`src/rtl/mem_req_arbiter.sv`:
```
// mem_req_arbiter
// Shares one compute-cluster memory port between NumReq requesters. Each cycle
// a round-robin arbiter picks one eligible request and registers it into a
// one-deep output stage. The outgoing ID carries the requester index in its
// LSBs so responses can be routed back. A per-requester in-flight counter
// throttles requesters that already have MaxOutstanding requests pending.
//
// Ports
//   clk_i, rst_i           clock, synchronous active-high reset
//   req_valid_i/ready_o    per-requester request handshake
//   req_id_i/addr_i/...    per-requester request fields (we_mask all-zero = read)
//   rsp_valid_o            per-requester response strobe
//   rsp_id_o, rsp_data_o   response ID / data, shared by all requesters
//   mem_ready_i            downstream accepts the registered request
//   mem_req_*_o            registered downstream request, id = {req_id, index}
//   mem_rsp_*_i            downstream response (no backpressure)
module mem_req_arbiter #(
   parameter  int NumReq         = 4,
   parameter  int ReqIdWidth     = 4,
   parameter  int AddrWidth      = 32,
   parameter  int BlockBytes     = 16,
   parameter  int MaxOutstanding = 8,
   localparam int IdxW           = $clog2(NumReq),
   localparam int CntW           = $clog2(MaxOutstanding + 1),
   localparam int OutIdW         = ReqIdWidth + IdxW,
   localparam int DataW          = 8 * BlockBytes
) (
   input  logic                                   clk_i,
   input  logic                                   rst_i,
   input  logic [NumReq-1:0]                      req_valid_i,
   output logic [NumReq-1:0]                      req_ready_o,
   input  logic [NumReq-1:0][ReqIdWidth-1:0]      req_id_i,
   input  logic [NumReq-1:0][AddrWidth-1:0]       req_addr_i,
   input  logic [NumReq-1:0][BlockBytes-1:0]      req_we_mask_i,
   input  logic [NumReq-1:0][DataW-1:0]           req_wdata_i,
   output logic [NumReq-1:0]                      rsp_valid_o,
   output logic [ReqIdWidth-1:0]                  rsp_id_o,
   output logic [DataW-1:0]                       rsp_data_o,
   input  logic                                   mem_ready_i,
   output logic                                   mem_req_valid_o,
   output logic [OutIdW-1:0]                      mem_req_id_o,
   output logic [AddrWidth-1:0]                   mem_req_addr_o,
   output logic [BlockBytes-1:0]                  mem_req_we_mask_o,
   output logic [DataW-1:0]                       mem_req_wdata_o,
   input  logic                                   mem_rsp_valid_i,
   input  logic [OutIdW-1:0]                      mem_rsp_id_i,
   input  logic [DataW-1:0]                       mem_rsp_data_i
);

   // Registered state
   logic                              r_out_valid;
   logic [OutIdW-1:0]                 r_out_id;
   logic [AddrWidth-1:0]              r_out_addr;
   logic [BlockBytes-1:0]             r_out_mask;
   logic [DataW-1:0]                  r_out_wdata;
   logic [IdxW-1:0]                   r_rr_ptr;
   logic [NumReq-1:0][CntW-1:0]       r_cnt;

   // Combinational helpers
   logic [NumReq-1:0]                 w_elig;
   logic                              w_found;
   logic [IdxW-1:0]                   w_winner;
   logic [IdxW-1:0]                   w_scan;
   logic                              w_advance;
   logic                              w_accept;
   logic [IdxW-1:0]                   w_rsp_idx;
   logic                              w_rsp_hit;
   logic [NumReq-1:0]                 w_inc;
   logic [NumReq-1:0]                 w_dec;
   logic [NumReq-1:0][CntW-1:0]       w_cnt_nxt;
   logic [IdxW-1:0]                   w_rr_nxt;

   assign w_advance = !r_out_valid || mem_ready_i;
   assign w_accept  = w_advance && w_found && !rst_i;

   // Responses whose index field points past the last requester are ignored.
   assign w_rsp_idx = mem_rsp_id_i[IdxW-1:0];
   assign w_rsp_hit = mem_rsp_valid_i && !rst_i &&
                      ({1'b0, w_rsp_idx} < (IdxW+1)'(NumReq));

   assign w_rr_nxt  = (w_winner == IdxW'(NumReq - 1)) ? '0 : (w_winner + IdxW'(1));

   // Eligibility: valid and below the in-flight limit (uses registered count,
   // so a response frees the slot only from the following cycle).
   always_comb begin
      w_elig = '0;
      for (int i = 0; i < NumReq; i++) begin
         w_elig[i] = req_valid_i[i] && (r_cnt[i] < CntW'(MaxOutstanding));
      end
   end

   // Round-robin search starting at r_rr_ptr, wrapping past NumReq-1.
   always_comb begin
      w_found  = 1'b0;
      w_winner = '0;
      w_scan   = '0;
      for (int k = 0; k < NumReq; k++) begin
         w_scan = IdxW'((int'(r_rr_ptr) + k) % NumReq);
         if (!w_found && w_elig[w_scan]) begin
            w_found  = 1'b1;
            w_winner = w_scan;
         end else begin
            w_found  = w_found;
         end
      end
   end

   // Grant one-hot, response strobe decode and per-requester counter update.
   always_comb begin
      req_ready_o = '0;
      rsp_valid_o = '0;
      w_inc       = '0;
      w_dec       = '0;
      w_cnt_nxt   = r_cnt;
      for (int i = 0; i < NumReq; i++) begin
         w_inc[i]       = w_accept && (w_winner == IdxW'(i));
         w_dec[i]       = w_rsp_hit && (w_rsp_idx == IdxW'(i));
         req_ready_o[i] = w_inc[i];
         rsp_valid_o[i] = w_dec[i];
         case ({w_inc[i], w_dec[i]})
            2'b10:   w_cnt_nxt[i] = r_cnt[i] + CntW'(1);
            // Decrement saturates at zero for stray responses.
            2'b01:   w_cnt_nxt[i] = (r_cnt[i] == '0) ? r_cnt[i] : (r_cnt[i] - CntW'(1));
            default: w_cnt_nxt[i] = r_cnt[i];
         endcase
      end
   end

   assign rsp_id_o   = mem_rsp_id_i[OutIdW-1:IdxW];
   assign rsp_data_o = mem_rsp_data_i;

   // Output stage, round-robin pointer and counters.
   always_ff @(posedge clk_i) begin
      if (rst_i) begin
         r_out_valid <= 1'b0;
         r_out_id    <= '0;
         r_out_addr  <= '0;
         r_out_mask  <= '0;
         r_out_wdata <= '0;
         r_rr_ptr    <= '0;
         r_cnt       <= '0;
      end else begin
         r_cnt <= w_cnt_nxt;
         if (w_accept) begin
            r_out_valid <= 1'b1;
            r_out_id    <= {req_id_i[w_winner], w_winner};
            r_out_addr  <= req_addr_i[w_winner];
            r_out_mask  <= req_we_mask_i[w_winner];
            r_out_wdata <= req_wdata_i[w_winner];
            r_rr_ptr    <= w_rr_nxt;
         end else if (w_advance) begin
            // Previous beat taken (or stage empty) and nothing new: drain.
            r_out_valid <= 1'b0;
         end else begin
            r_out_valid <= r_out_valid;
         end
      end
   end

   assign mem_req_valid_o   = r_out_valid;
   assign mem_req_id_o      = r_out_id;
   assign mem_req_addr_o    = r_out_addr;
   assign mem_req_we_mask_o = r_out_mask;
   assign mem_req_wdata_o   = r_out_wdata;

endmodule

```
`config.mk`:
```
export PLATFORM = sky130hd
export DESIGN_NAME = mem_req_arbiter
export DESIGN_NICKNAME = d
export VERILOG_FILES = /design/src/rtl/mem_req_arbiter.sv
export SDC_FILE = /design/constraint.sdc
export NUM_CORES = 1
export LEC_CHECK = 0
export CORE_AREA = 2 2 459 461
export CTS_BUF_LIST = sky130_fd_sc_hd__clkbuf_8
export CTS_CLUSTER_DIAMETER = 120
export CTS_CLUSTER_SIZE = 14
export DETAILED_ROUTE_END_ITERATION = 16
export DIE_AREA = 0 0 461 463
export HOLD_SLACK_MARGIN = 0.12
export PLACE_DENSITY = 0.3
export SETUP_SLACK_MARGIN = 0.5
export SYNTH_ARGS = -nofsm -noshare
export SYNTH_HDL_FRONTEND = slang
export SYNTH_SLANG_ARGS = --single-unit
```
`constraint.sdc`:
```
create_clock -name clk_i -period 10.82 [get_ports clk_i]
set_clock_uncertainty 0.2 [all_clocks]
set_input_delay 1.082 -clock clk_i [delete_from_list [all_inputs] [get_ports clk_i]]
set_output_delay 1.082 -clock clk_i [all_outputs]
set_load 0.01 [all_outputs]
```
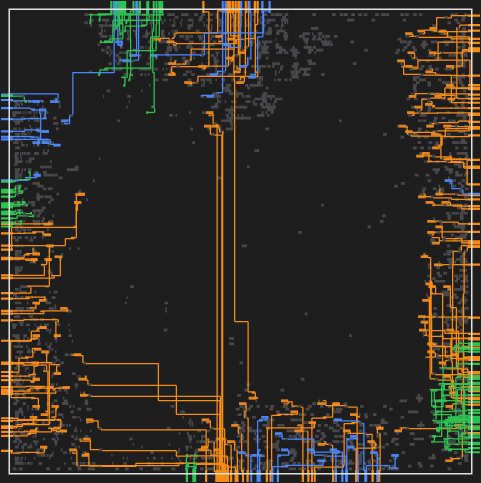
run_1/io_fan.png
Scale: 1 px per um.
color	port	direction	edge	end cells	buffers	wire
green	req_we_mask_i	input	28 east, 16 north, 16 west, 4 south	50	64	2380 um
blue	mem_req_addr_o	output	13 south, 10 north, 8 west, 1 east	32	32	1930 um
orange	mem_req_wdata_o	output	55 east, 31 west, 29 south, 13 north	128	128	10400 um
Ports: 1185
PortBufs: 920

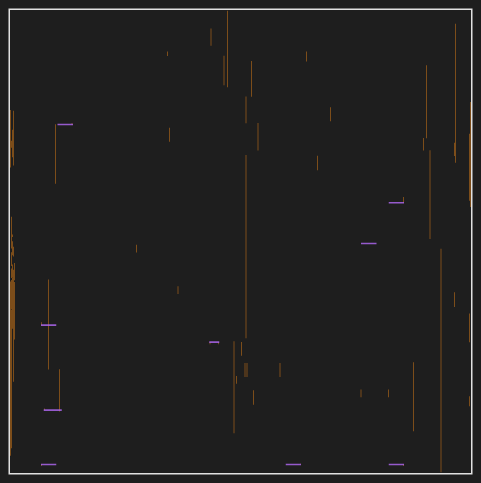
run_1/wires.png
Scale: 1 px per um. Two of the layers only.
color	layer	wire length
orange	metal 4	2510 um
purple	metal 5	121 um
vias: 16100
Avg WL per Cell: 22.3 um

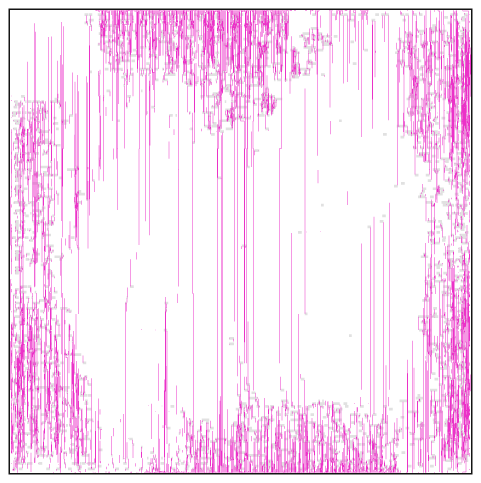
run_1/layer_met2.png
Scale: 1 px per um.
longest straight run	350 um
share of all routed wire	49%
wire length on this layer	58.7 mm
nets with wire on the layer	2760
main direction	vertical
WL final: 120000 um
GR Util met2: 18.9%

==> metrics.cfg, run 1 <==
[flow_run]
cap_violations=0
warnings=30

[critical_path]
cp_slowest_cell=clkdlybuf4s50_1
critical_path_required_ns=9.54
path_max_fanout=39
cp-start-kind=input port
crit_top_cell=clkdlybuf4s50_1
cp.arrival_ns=4.36

[placement]
routabilityCongestion=0.793
pre_cts_slack_ns=5.01

[floorplan]
rows=168
die_x_um=461
fp.coreArea_mm2=0.209
fp_util_pct=6.65

[synthesis]
flop_cell=dfxtp_1
topCellsByArea=dfxtp_1, nand2_1, mux2i_1, nand3_1, buf_4
ys_ff=201
largest_area_cell=dfxtp_1
synth_cell_type_count=52
top_cell_area_share_pct=29.0
yosysWarnings=0
enable_flop_cells=0
ys_cells=1879
syn_avg_cell_area_um2=7.38
xor_share_pct=0.505

[final_timing]
fmax_mhz=177
tns_ns=0
final_hold_viol_count=0
period_used_pct=52.2
setup_viol=0
setup_ws_ns=5.17

[grt]
top_usage_layer=met2
grt-ovfl-total=0
met3_usage_pct=4.29
grt_max_degree=108
grt_pass1_wl_um=154000

[finish]
lay_top_count=clkdlybuf4s50_1

[cts]
ctsResizeCount=0
clockBufferDepth=3
clk_latency_ns=0.70
cts_hold_buf=0

[detailed_routing]
drt_first_pass_iters=5
wl_met1_um=46400

[run_status]
status=completed

[power]
p_leak_nw=9.61
p_per_area_mw_per_mm2=151

## run 1: final cells by class
class	count	area (um2)	area share, %
inverters	18	77.6	0.303
repair buffers	945	9430	36.9
clock inverters	4	37.5	0.147
multi-input cells	1375	8130	31.8
well taps	2805	3510	13.7
diodes	7	17.5	0.0685
clock buffers	25	344	1.35
flip-flops and latches	201	4020	15.7
## run 1: path summary, 6_finish.rpt
| kind | cells after the start | slack, ns | end | start |
|---|---|---|---|---|
| max | 10 | 5.17 | req_ready_o[3] | req_valid_i[1] |
| min | 2 | 0.26 | mem_req_wdata_o[60]$_SDFFE_PP0P_ | mem_req_wdata_o[60]$_SDFFE_PP0P_ |
| max reg2reg | 11 | 6.08 | mem_req_wdata_o[11]$_SDFFE_PP0P_ | r_cnt[15]$_SDFFE_PP0P_ |
| min reg2reg | 2 | 0.26 | mem_req_wdata_o[60]$_SDFFE_PP0P_ | mem_req_wdata_o[60]$_SDFFE_PP0P_ |
## run 1: synthesized netlist by cell type (all sizes together) (5+ instances only)
master  number
nand3b      87
nand3      261
mux2i      195
a21oi      101
nand2      536
dfxtp      201
o21ai        6
nor3         6
nand2b       7
clkbuf      99
nor2        20
inv         18
xnor2        8
o22a        94
nor2b        5
ha           9
a21o         5
buf        186
## run 1: registers in the layout, summed over array words and instances, names as in the netlist
register           cells
mem_req_wdata_o      128
mem_req_valid_o        1
mem_req_we_mask_o     16
mem_req_addr_o        32
mem_req_id_o           6
r_rr_ptr               2
r_cnt                 16
## run 1: power breakdown
group	switching [mW]	internal, mW
clock network	0.368	0.211
logic	1.28	0.985
registers	0.108	0.914
## run 1: cells by family after synthesis
kind of cell	after synthesis
compound gates	224
xor+xnor	8
fa+ha+maj	13
buf+inv	303
flops	201
mux	195
simple gates	935
run_1/clocks.png
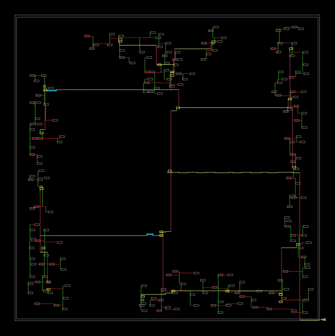

==> inputs of run 2 (changes only) <==
--- a/config.mk
+++ b/config.mk
@@ -5,12 +5,12 @@
 export SDC_FILE = /design/constraint.sdc
 export NUM_CORES = 1
 export LEC_CHECK = 0
-export CORE_AREA = 2 2 459 461
+export CORE_AREA = 2 2 467 469
 export CTS_BUF_LIST = sky130_fd_sc_hd__clkbuf_8
 export CTS_CLUSTER_DIAMETER = 120
 export CTS_CLUSTER_SIZE = 14
 export DETAILED_ROUTE_END_ITERATION = 16
-export DIE_AREA = 0 0 461 463
+export DIE_AREA = 0 0 469 471
 export HOLD_SLACK_MARGIN = 0.12
 export PLACE_DENSITY = 0.3
 export SETUP_SLACK_MARGIN = 0.5
==> constraint.sdc (replaced) <==
create_clock -name clk_i -period 5.1 [get_ports clk_i]
set_clock_uncertainty 0.2 [all_clocks]
set_input_delay 0.51 -clock clk_i [delete_from_list [all_inputs] [get_ports clk_i]]
set_output_delay 0.51 -clock clk_i [all_outputs]
set_load 0.01 [all_outputs]
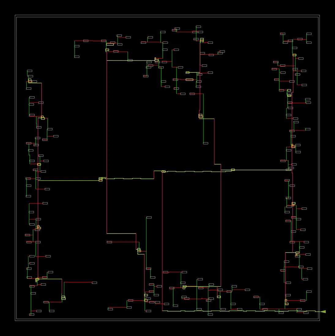
run_2/clocks.png
power in the clock group: 1.56 mW
clock buffer count: 28

==> run 2 against run 1 <==
Worst hold slack lost 0.00078 ns. Routed wire length rose by 2.3%. Sequential power is 110% higher. Total power up 130%. Clock power grew to 2.7 times the previous value. Via count grew 2.1%. Critical path depth increased by 1. Synthesized cell count stayed put. Sequential share of layout area down 0.77 points. Synthesized area is the same. Critical endpoint is now mem_req_we_mask_o[15]$_SDFFE_PP0P_. Final cell count grew 3.0%. First-iteration DRC count rose by 13%. Critical path type is now flop to flop.
==> metrics.cfg, run 2 <==
[grt]
grt-ovfl-total=0  ; unchanged
grt_max_degree=120  ; +11%
met2_usage_pct=18.8  ; -0.14 points

[detailed_routing]
wl_met1_um=45500  ; -1.8%
vias=16400  ; +2.1%
drt_first_pass_iters=5  ; unchanged

[power]
p_per_area_mw_per_mm2=325  ; +110%
clkPwrFrac_pct=17.9  ; +2.9 points
top_power_group=combinational logic
p_leak_nw=10.1  ; +4.9%
swShare_pct=44.5  ; -0.93 points
pg_seq_mw=2.17  ; +110%
power.share.combinational_pct=57.2  ; -1.4 points

[placement]
routabilityCongestion=0.789  ; -0.53%

[worst_hold_path]
whs_endpoint=mem_req_wdata_o[122]$_SDFFE_PP0P_
whs_path_depth=2  ; unchanged

[floorplan]
ios=1185  ; unchanged
die_x_um=469  ; +1.7%

[synthesis]
topCellsByArea=dfxtp_1, nand2_1, mux2i_1, nand3_1, buf_4
ys_top_cells_by_count=nand2_1, nand3_1, dfxtp_1, mux2i_1, buf_4
top_cell_area_share_pct=29.0  ; unchanged
yosysWarnings=0  ; unchanged

[critical_path]
cp_slowest_cell=dlygate4sd3_1
reg2regPathDepth=11  ; unchanged
cp-start-kind=flop
reg2reg_to=mem_req_we_mask_o[15]$_SDFFE_PP0P_

[finish]
largest_register_ffs=128  ; unchanged

[cts]
cts_hold_buf=91  ; +91
clk_latency_ns=0.75  ; +0.05 ns
ctsResizeCount=0  ; unchanged

[run_status]
status=completed

[flow_run]
warnings=33  ; +10%
cap_violations=0  ; unchanged

[final_timing]
tns_ns=0  ; unchanged
final_hold_viol_count=0  ; unchanged

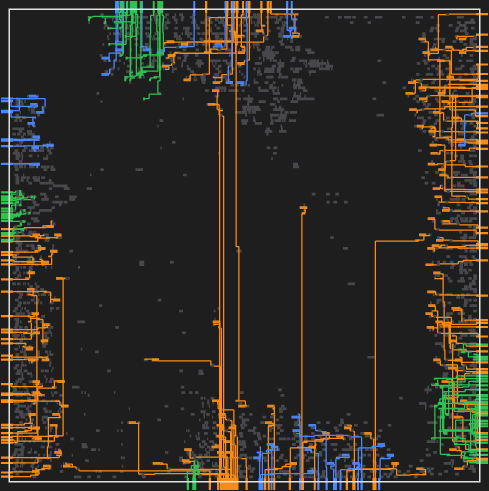
run_2/io_fan.png
Scale: 1 px per um.
color	port	direction	edge	end cells	buffers	wire
green	req_we_mask_i	input	28 east, 16 north, 16 west, 4 south	50	67	2650 um
orange	mem_req_wdata_o	output	54 east, 31 west, 30 south, 13 north	128	128	9660 um
blue	mem_req_addr_o	output	13 south, 10 north, 8 west, 1 east	32	32	1660 um

[run 2: cell counts after synthesis]
Identical to the previous run, type by type.
[run 2: logic make-up (layout without fill, tap and decap cells)]
family                     Yosys count  in the layout  share of synthesized area, %
buffers and inverters              303           1105                          12.5
DFF                                201            201                          29.0
adders and majority gates           13             13                          1.39
and+or+nand+nor                    935            935                          31.0
xor gates and xnor gates             8              8                         0.505
muxes                              195            195                          14.2
other                                0              8                             0
AOI/OAI and AO/OA                  224            224                          11.4
[run 2: final cells by class]
cell class | count | area (um2) | area share, %
Antenna cell | 8 | 20.0 | 0.0745
Tap cell | 2854 | 3570 | 13.3
Clock inverter | 15 | 173 | 0.643
Multi-Input combinational cell | 1375 | 8130 | 30.2
Timing Repair Buffer | 1044 | 10500 | 39.1
Inverter | 18 | 75.1 | 0.279
Sequential cell | 201 | 4020 | 15.0
Clock buffer | 28 | 385 | 1.43
[run 2: worst max-delay path by stage]
| stage | from | cells past startpoint | slack, ns | end |
|---|---|---|---|---|
| CTS | r_cnt[11]$_SDFFE_PP0P_ | 8 | 0.86 | req_ready_o[2] |
| detailed placement | req_valid_i[1] | 10 | 0.94 | mem_req_wdata_o[101]$_SDFFE_PP0P_ |
| global placement | req_valid_i[1] | 16 | 0.80 | r_cnt[15]$_SDFFE_PP0P_ |
| finish | r_cnt[7]$_SDFFE_PP0P_ | 11 | 1.03 | mem_req_we_mask_o[15]$_SDFFE_PP0P_ |
| floorplan | req_valid_i[1] | 17 | 1.51 | r_cnt[15]$_SDFFE_PP0P_ |
| global route | r_cnt[7]$_SDFFE_PP0P_ | 11 | 0.81 | mem_req_we_mask_o[15]$_SDFFE_PP0P_ |
run_2/flops_by_reg.png
Scale: 1 px per um. Other sequential cells in the stronger gray, the rest of the logic in the fainter gray.
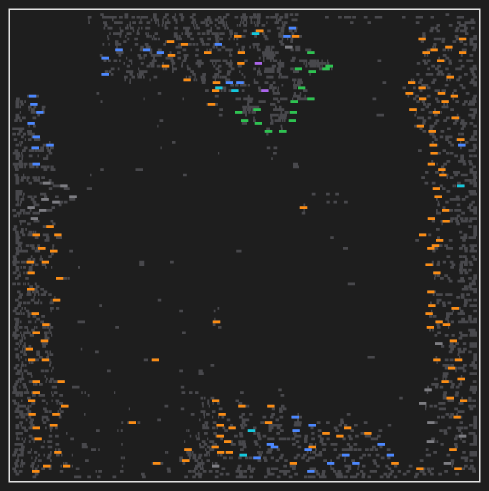

==> inputs of run 3 (changes only) <==
--- a/config.mk
+++ b/config.mk
@@ -5,12 +5,12 @@
 export SDC_FILE = /design/constraint.sdc
 export NUM_CORES = 1
 export LEC_CHECK = 0
-export CORE_AREA = 2 2 467 469
+export CORE_AREA = 2 2 459 461
 export CTS_BUF_LIST = sky130_fd_sc_hd__clkbuf_8
 export CTS_CLUSTER_DIAMETER = 120
 export CTS_CLUSTER_SIZE = 14
 export DETAILED_ROUTE_END_ITERATION = 16
-export DIE_AREA = 0 0 469 471
+export DIE_AREA = 0 0 461 463
 export HOLD_SLACK_MARGIN = 0.12
 export PLACE_DENSITY = 0.3
 export SETUP_SLACK_MARGIN = 0.5
==> constraint.sdc (replaced) <==
create_clock -name clk_i -period 3.9 [get_ports clk_i]
set_clock_uncertainty 0.2 [all_clocks]
set_input_delay 0.39 -clock clk_i [delete_from_list [all_inputs] [get_ports clk_i]]
set_output_delay 0.39 -clock clk_i [all_outputs]
set_load 0.01 [all_outputs]
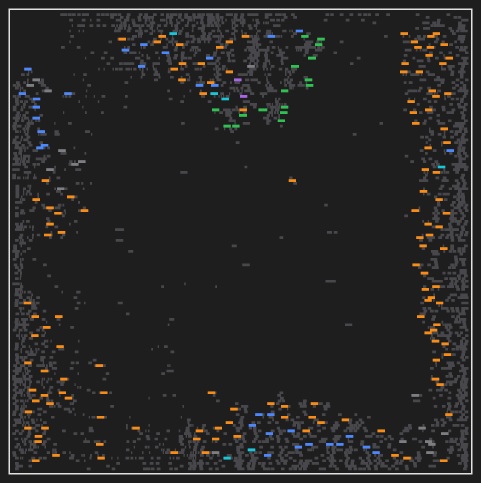
run_3/flops_by_reg.png
Scale: 1 px per um. Other sequential cells in the stronger gray, the rest of the logic in the fainter gray.
color	signal	placed flops
blue	mem_req_addr_o	32
green	r_cnt	16
cyan	mem_req_id_o	6
orange	mem_req_wdata_o	128
purple	r_rr_ptr	2
not colored	17
flop share of the area: 13.4%
post-layout util: 14.4%
Flop area: 0.00403 mm2
sequential power: 2.85 mW

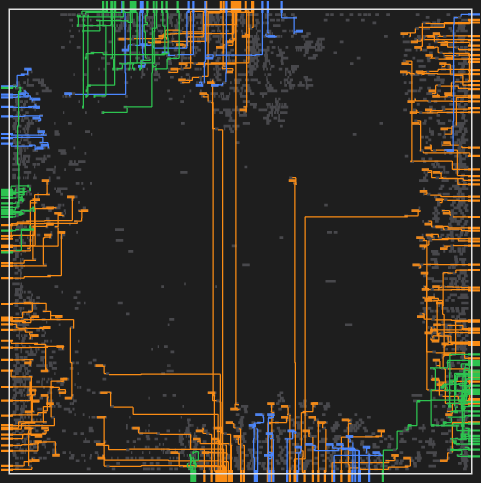
run_3/io_fan.png
Scale: 1 px per um.
color	port	direction	edge	end cells	buffers	wire
green	req_we_mask_i	input	27 east, 16 north, 16 west, 5 south	50	74	3220 um
orange	mem_req_wdata_o	output	53 east, 31 west, 30 south, 14 north	128	128	10500 um
blue	mem_req_addr_o	output	13 south, 10 north, 8 west, 1 east	32	32	1900 um

==> run 3 against run 2 <==
Worst hold slack worse by 0.0071 ns. Critical path depth down 3. Sequential power up 31%. Setup slack worse by 0.45 ns. Utilization up 1.9 points. Register-to-register slack worse by 0.45 ns. Clock power up 13%. Global-route usage up 0.73 points. Critical path type unchanged. Critical endpoint is now mem_req_addr_o[22]$_SDFFE_PP0P_. Highest routed layer unchanged.
==> metrics.cfg, run 3 <==
[grt]
globalRouteMet1Util_pct=12.2
grt-ovfl-total=0  ; unchanged
grt_max_degree=101  ; -16%
met2_usage_pct=19.9  ; +1.2 points

[synthesis]
yosys.area_share.aoi_pct=11.4  ; unchanged
topCellsByArea=dfxtp_1, nand2_1, mux2i_1, nand3_1, buf_4
yosysWarnings=0  ; unchanged
top_cell_area_share_pct=29.0  ; unchanged
ys_sh_mux_pct=14.2  ; unchanged
netlist_logic_family_top=simple AND/OR/NAND/NOR gates

[critical_path]
end_kind=flop
endpoint=mem_req_addr_o[22]$_SDFFE_PP0P_
reg2regPathDepth=8  ; -3
reg2reg_to=mem_req_addr_o[22]$_SDFFE_PP0P_
critPathLaunch=r_rr_ptr[1]$_SDFFE_PP0P_
cp-start-kind=flop

[worst_hold_path]
whs_path_depth=5  ; +3

[power]
power.share.combinational_pct=62.3  ; +5.1 points
power_clock_mw=1.76  ; +13%
clkPwrFrac_pct=14.4  ; -3.5 points
p_leak_nw=11.4  ; +13%
swShare_pct=43.9  ; -0.57 points

[floorplan]
ios=1185  ; unchanged
die_x_um=461  ; -1.7%

[finish]
logic_area_mm2=0.00817  ; +0.55%
largest_register_ffs=128  ; unchanged

[cts]
clk_latency_ns=0.73  ; -0.02 ns

[detailed_routing]
wl_met1_um=49200  ; +8.2%
vias=18000  ; +9.5%
drt_first_pass_iters=5  ; unchanged

[flow_run]
cap_violations=0  ; unchanged
warnings=34  ; +3.0%

[placement]
routabilityCongestion=0.807  ; +2.4%

[run_status]
status=completed

## run 3: netlist changes by cell type in the layout (fill, tap and decap cells not counted), sizes merged, moves of 3 or more
cell and change:
clkdlybuf4s50 -4, clkinvlp -3, clkinv -3, dlygate4sd3 +283, inv +4, diode +9, buf +34
## run 3: worst max-delay path: stages, from the launching register on
cell and delay (ns):
dfxtp_1 0.38, inv_1 0.20, o21ai_1 0.16, a2111o_2 0.54
buf_4 0.17, buf_12 0.17, o22a_1 0.40, dlygate4sd3_1 0.56
a21oi_1 0.14
## run 3: logic make-up after synthesis
family	count (synthesis)
buffers and inverters	303
adder cells (fa/ha/maj)	13
AND-OR/OR-AND	224
AND/OR/NAND/NOR	935
flip-flops	201
XOR/XNOR	8
multiplexers	195
## run 3: how the worst min path moves through the flow
| stage | slack, ns | end |
|---|---|---|
| 2_1_floorplan | 0.25 | r_cnt[11]$_SDFFE_PP0P_ |
| 3_3_place_gp | 0.23 | mem_req_id_o[1]$_SDFFE_PP0P_ |
| 3_5_place_dp | 0.24 | mem_req_id_o[1]$_SDFFE_PP0P_ |
| 4_1_cts | 0.12 | mem_req_wdata_o[86]$_SDFFE_PP0P_ |
| 5_1_grt | 0.16 | mem_req_wdata_o[75]$_SDFFE_PP0P_ |
| 6_report | 0.25 | mem_req_wdata_o[113]$_SDFFE_PP0P_ |
## run 3: repair_timing
item,4_1_cts,5_1_grt
gates cloned,0,3
gates resized,18,12
setup buffers,7,1
hold buffers,374,0
endpoints found under the setup margin,4,53
pin swaps,5,2
hold endpoints to repair,158,0
## run 3: cell type report
cell class / instances / area share, %
clock inverters: 11 / 0.338
inverters: 18 / 0.259
clock buffers: 24 / 1.10
diodes: 17 / 0.142
multi-input cells: 1375 / 27.2
well taps: 2805 / 11.7
repair buffers: 1363 / 45.8
flip-flops and latches: 201 / 13.4
Power and IR drop assume default switching activity.
